Figure 1. Signal wires by layer.
Bar = 100 um.
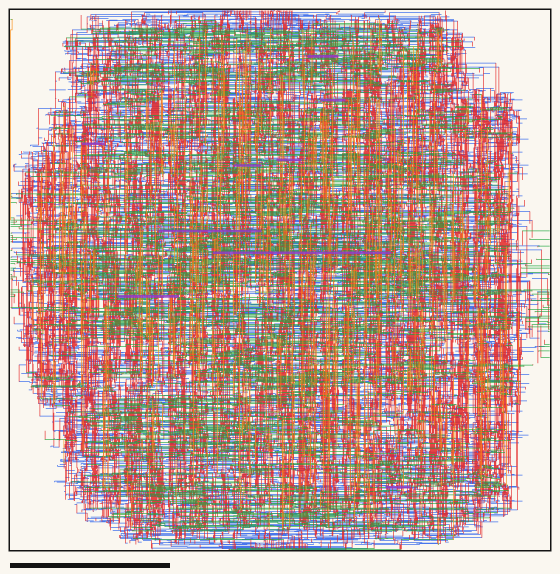
Figure 2. Track usage over the die.
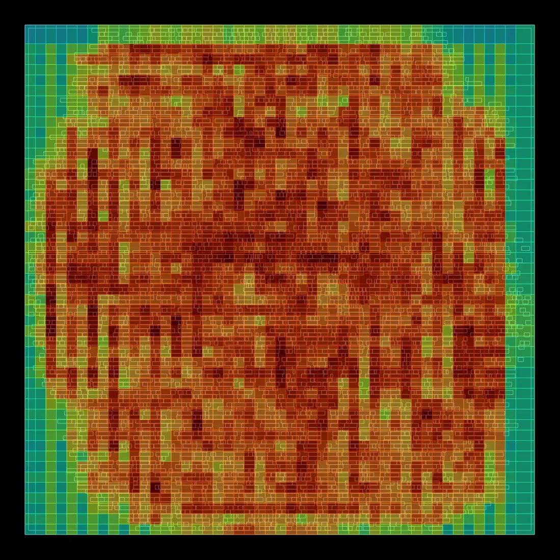
Figure 3. Selected gate families.
Bar = 100 um.
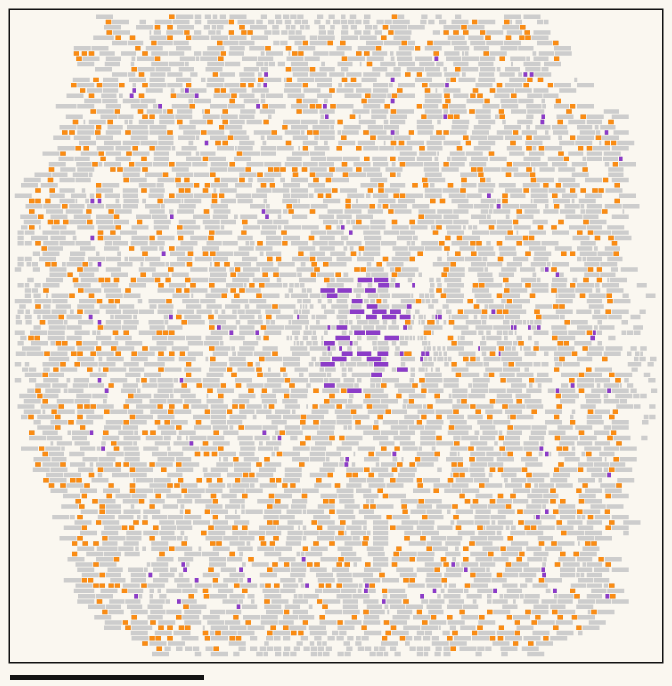
Figure 4. Cell density map.
34 x 34 tiles, from dark blue (low) to red (high), 0 to 100% covered.
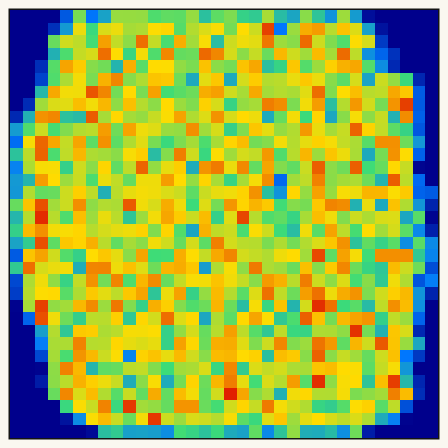
## src/rtl/regfile_bypass.sv

```systemverilog
// Multi-mode register file with same-cycle write forwarding and a background
// clear engine that zeroes one register per cycle while dropping writes.
module regfile_bypass #(
    parameter int DATA_W     = 32,
    parameter int ADDR_W     = 5,
    parameter int ZERO_REG   = 0,
    parameter int LINK_INDEX = (2 ** ADDR_W) - 1,
    parameter int BYPASS     = 1
) (
    input  logic              clk,
    input  logic              rst,
    input  logic [ADDR_W-1:0] reg1_index,
    input  logic [ADDR_W-1:0] reg2_index,
    input  logic [1:0]        reg_write,
    input  logic [DATA_W-1:0] data_write,
    input  logic [ADDR_W-1:0] show_index,
    input  logic              clr_req,
    output logic [DATA_W-1:0] reg1_value,
    output logic [DATA_W-1:0] reg2_value,
    output logic [DATA_W-1:0] reg_return,
    output logic              busy,
    output logic              clr_done,
    output logic              wr_drop
);

    localparam int                DEPTH    = 2 ** ADDR_W;
    localparam logic [ADDR_W-1:0] LINK_IDX = ADDR_W'(LINK_INDEX);
    localparam logic [ADDR_W-1:0] LAST_IDX = ADDR_W'(DEPTH - 1);

    typedef enum logic {
        S_IDLE,
        S_CLEAR
    } state_e;

    state_e            state_q;
    logic [ADDR_W-1:0] ptr_q;
    logic              wr_drop_q;
    logic [DATA_W-1:0] regs_q [DEPTH];

    logic [ADDR_W-1:0] wr_idx;
    logic              wr_active;
    logic              zero_target;
    logic              wr_en;
    logic              bypass_en;

    // NOTE: every always_comb output gets a value before any branch so no latch is inferred.
    always_comb begin
        wr_idx = reg1_index;
        case (reg_write)
            2'b01:   wr_idx = LINK_IDX;
            2'b11:   wr_idx = reg2_index;
            default: wr_idx = reg1_index;
        endcase
    end

    assign wr_active   = (reg_write != 2'b00);
    assign zero_target = (ZERO_REG != 0) && (wr_idx == '0);
    assign wr_en       = wr_active && (state_q == S_IDLE) && !zero_target;
    // Forwarding is masked during reset so the read ports show the zeroed array.
    assign bypass_en   = (BYPASS != 0) && wr_en && !rst;

    // NOTE: sequential state uses non-blocking assignments so all flops update from pre-edge values.
    always_ff @(posedge clk or posedge rst) begin
        if (rst) begin
            state_q   <= S_IDLE;
            ptr_q     <= '0;
            wr_drop_q <= 1'b0;
        end else begin
            wr_drop_q <= (state_q == S_CLEAR) && wr_active;
            case (state_q)
                S_IDLE: begin
                    if (clr_req) begin
                        state_q <= S_CLEAR;
                        ptr_q   <= '0;
                    end
                end
                S_CLEAR: begin
                    if (ptr_q == LAST_IDX) begin
                        state_q <= S_IDLE;
                        ptr_q   <= '0;
                    end else begin
                        ptr_q <= ptr_q + ADDR_W'(1);
                    end
                end
                default: begin
                    state_q <= S_IDLE;
                    ptr_q   <= '0;
                end
            endcase
        end
    end

    // NOTE: the array is reset because an asynchronous zero of every register is part of the contract;
    // this rules out a RAM macro and costs a reset net per flop.
    always_ff @(posedge clk or posedge rst) begin
        if (rst) begin
            for (int i = 0; i < DEPTH; i++) begin
                regs_q[i] <= '0;
            end
        end else if (state_q == S_CLEAR) begin
            regs_q[ptr_q] <= '0;
        end else if (wr_en) begin
            regs_q[wr_idx] <= data_write;
        end
    end

    always_comb begin
        reg1_value = regs_q[reg1_index];
        reg2_value = regs_q[reg2_index];
        reg_return = regs_q[show_index];
        if (ZERO_REG != 0) begin
            if (reg1_index == '0) reg1_value = '0;
            if (reg2_index == '0) reg2_value = '0;
            if (show_index == '0) reg_return = '0;
        end
        if (bypass_en && (reg1_index == wr_idx)) reg1_value = data_write;
        if (bypass_en && (reg2_index == wr_idx)) reg2_value = data_write;
    end

    assign busy     = (state_q == S_CLEAR);
    assign clr_done = (state_q == S_CLEAR) && (ptr_q == LAST_IDX);
    assign wr_drop  = wr_drop_q;

endmodule

```

## config.mk

```make
export PLATFORM = sky130hd
export DESIGN_NAME = regfile_bypass
export DESIGN_NICKNAME = d
export VERILOG_FILES = /design/src/rtl/regfile_bypass.sv
export SDC_FILE = /design/constraint.sdc
export NUM_CORES = 2
export LEC_CHECK = 0
export ABC_AREA = 0
export CAP_MARGIN = 20
export CORE_MARGIN = 2
export CORE_UTILIZATION = 55
export CTS_BUF_LIST = sky130_fd_sc_hd__clkbuf_16
export DETAILED_ROUTE_END_ITERATION = 8
export PLACE_DENSITY_LB_ADDON = 0.15
export SYNTH_ARGS = -nofsm -noshare
export SYNTH_HDL_FRONTEND = slang
export SYNTH_SLANG_ARGS = --single-unit
```

## constraint.sdc

```tcl
create_clock -name clk -period 34.1 [get_ports clk]
set_clock_uncertainty 0.15 [all_clocks]
set_input_delay 6.82 -clock clk [delete_from_list [all_inputs] [get_ports clk]]
set_output_delay 6.82 -clock clk [all_outputs]
set_load 0.005 [all_outputs]
```

==> results.txt <==
port bufs -> 150
largest area contributor in the netlist -> dfrtp_1
flop share of the area -> 38.2%
pre-CTS worst setup slack -> 13.97 ns
cells along the critical path -> buf_8, buf_4, buf_4, buf_4, buf_4, mux4_2, o22ai_1, nor4_1, mux2_2, clkdlybuf4s50_1
Worst Max-Slew Pin Slew -> 1.25 ns
total tool warning count -> 45
slowest stage delay, CP -> 0.87 ns
Unique masters post-synth -> 56
num ports -> 151
Mapped Area -> 60900 um^2
post-cts resize count -> 0
top cell family by delay on the critical path -> buffers and inverters
hold_ws -> 0.387 ns
most used cell, CP -> buf_4
Final min period -> 19.70 ns
# clk buffers -> 119
comb_multi_in -> 2499
EDFF count, synth -> 0
Synth-to-Final Area Change -> 11.0%
Final HPWL DP -> 138 mm
vias in the first global route -> 47504
Num CTS Buffers -> 113
overall power -> 4.32 mW
Gate Area -> 33100 um^2
WP buf/inv -> 6
diode count -> 13
die height -> 337 um
RSZ-0062 raised after global routing -> no
synth top area cells -> dfrtp_1, mux4_2, a22o_1
Logic pwr share -> 29.3%
logic share of the area -> 49.0%
Mapped Cells -> 4142
root buffer cell -> clkbuf_16
drt first pass iters -> 5
Final ANT Viol Nets -> 0
largest family of logic cells by area -> multiplexers
sequential cell count -> 1031
Biggest consumer -> registers
DR iter-0 viols -> 8760
leakage power -> 28.4 nW
crit path DAT -> 12.73 ns
yosys stat cell total -> 4142
global route overflow -> 0
Clock power frac -> 29.4%
sequential cell area -> 25800 um^2
Final Wtd Congestion -> 0.920
non-clk buf share -> 4.33%
Max-Cap Viols -> 0
H-tree levels -> 3
register area share after synthesis -> 42.4%
total core area -> 110000 um^2
utilization after layout -> 61.3%
VDD IR max -> 0.0000437 V
FFs w/ async S/R, synth -> 100%
Adder Share, Synth -> 0.103%
fmax -> 50.8 MHz
Die X -> 337 um
Final Slew Violations -> 0
status -> finished, final reports clean
final net count -> 4039
P_clk -> 1.27 mW
area post-placement -> 63700 um^2
Seq cells post-synth -> 1031
CP endpoint kind -> output pin
Psw -> 1.44 mW
Non-CTS inverters -> 16
Min-Delay Path Class -> reg2reg
final std cells w/o fill -> 5581
worst setup margin -> 14.40 ns
internal power -> 2.88 mW
GR Util met3 -> 24.1%
yosys stat area -> 60900 um^2
Net Sw Frac -> 33.4%
Sink Count -> 1031
clock buffer depth -> 3
simple share -> 2.40%
Late-Pin Clk Latency -> 0.73 ns
mean post-synth cell area -> 14.7 um^2
# Taps -> 1488
WP data required -> 27.13 ns
critical path type -> in2out
row count -> 122
Inst Count DP -> 5352
Comb power -> 1.26 mW
first-pass GRT wire length -> 365 mm
clock-cell share of area -> 5.56%
CP Launch Type -> primary input
grt met1 use -> 60.3%
Ys Warns -> 0
Top cell area share -> 42.4%
Post CTS Setup Buffer Count -> 0
filler instances -> 8191
Buffers, non-clock -> 321
top cell category -> combinational gates
chip area -> 113000 um^2
grt met2 use -> 59.8%
Design Area, Final -> 67600 um^2
Clk pin slew, worst setup/hold paths -> 0.06 ns
layout cells sized above 1 -> 33.2%
Max-slew headroom -> 16.6%
Notes on Figure 1 above:
Key: M1 = blue [wire length 87.3 mm]; M5 = purple [wire length 296 um]; M3 = green [wire length 46.8 mm]; M2 = red [wire length 104 mm]; M4 = orange [wire length 19100 um]

Notes on Figure 2 above:
grt peak-use layer: met1
Routed wire per std cell: 46.2 um
GRT Total Usage: 46.0%

Notes on Figure 3 above:
Key: non-inverting ao/oa cells = orange [cells 1031, where widely spread]; nor cells = purple [cells 141]

Notes on Figure 4 above:
The mean over all tiles is 58%. The fullest tile reaches 97%. 25% of the tiles are over 75% full. 8.6% of the tiles are nearly empty.

[worst paths after layout]
check | start | to | slack (ns) | depth (start not counted)
setup / recovery | reg2_index[0] | reg2_value[7] | 14.40 | 10
hold / removal | regs_q[34] | regs_q[34] | 0.39 | 1
setup reg to reg | busy | regs_q[33] | 29.79 | 8
hold reg to reg | regs_q[34] | regs_q[34] | 0.39 | 1
max in group asynchronous | rst | regs_q[257] | 22.53 | 7
min in group asynchronous | rst | regs_q[209] | 6.81 | 2
[placed cells by master (no fill, tap or decap), types with 7 or more instances in the layout]
cell type        Yosys  final
nor3_1               9      9
clkinvlp_4           0      7
o21ai_0              9      9
nor2b_1             29     29
a211oi_1            42     42
mux4_2             828    828
a22o_1            1024   1024
nand2_1             14      9
clkbuf_16            0    119
clkinv_1             0     29
o22ai_1            211    211
buf_8                0      7
a21oi_1             34      7
nor4_4               6     16
diode_2              0     13
mux2_2              92     92
a21oi_4              0     32
inv_1               14     39
clkdlybuf4s50_1      0    139
bufinv_16            0     14
buf_4                3    165
and2_1              21     21
clkinv_2             0     16
dfrtp_1           1031   1030
nand2b_1            10      9
nor4_1              63     63
nor3_4               3     16
[layer usage]
layer / wire length [um] / part of all wire [%]
met3: 46800 / 18
met1: 87300 / 34
met5: 296 / 0.11
met4: 19100 / 7.4
met2: 104000 / 40
[sequential cells by signal, summed over array words and instances (netlist names)]
name     cells
busy         1
ptr_q        5
regs_q    1024
wr_drop      1
[cell usage after synthesis (13+ instances only)]
cell type and n:
a211oi_1 42, a21oi_1 34, a22o_1 1024, and2_1 21, buf_1 54, buf_2 149
clkbuf_1 388, dfrtp_1 1031, inv_1 14, mux2_2 92, mux4_2 828, nand2_1 14
nor2b_1 29, nor3_2 13, nor4_1 63, o22ai_1 211
No activity file was given, so power comes from the tool's default toggle rates.
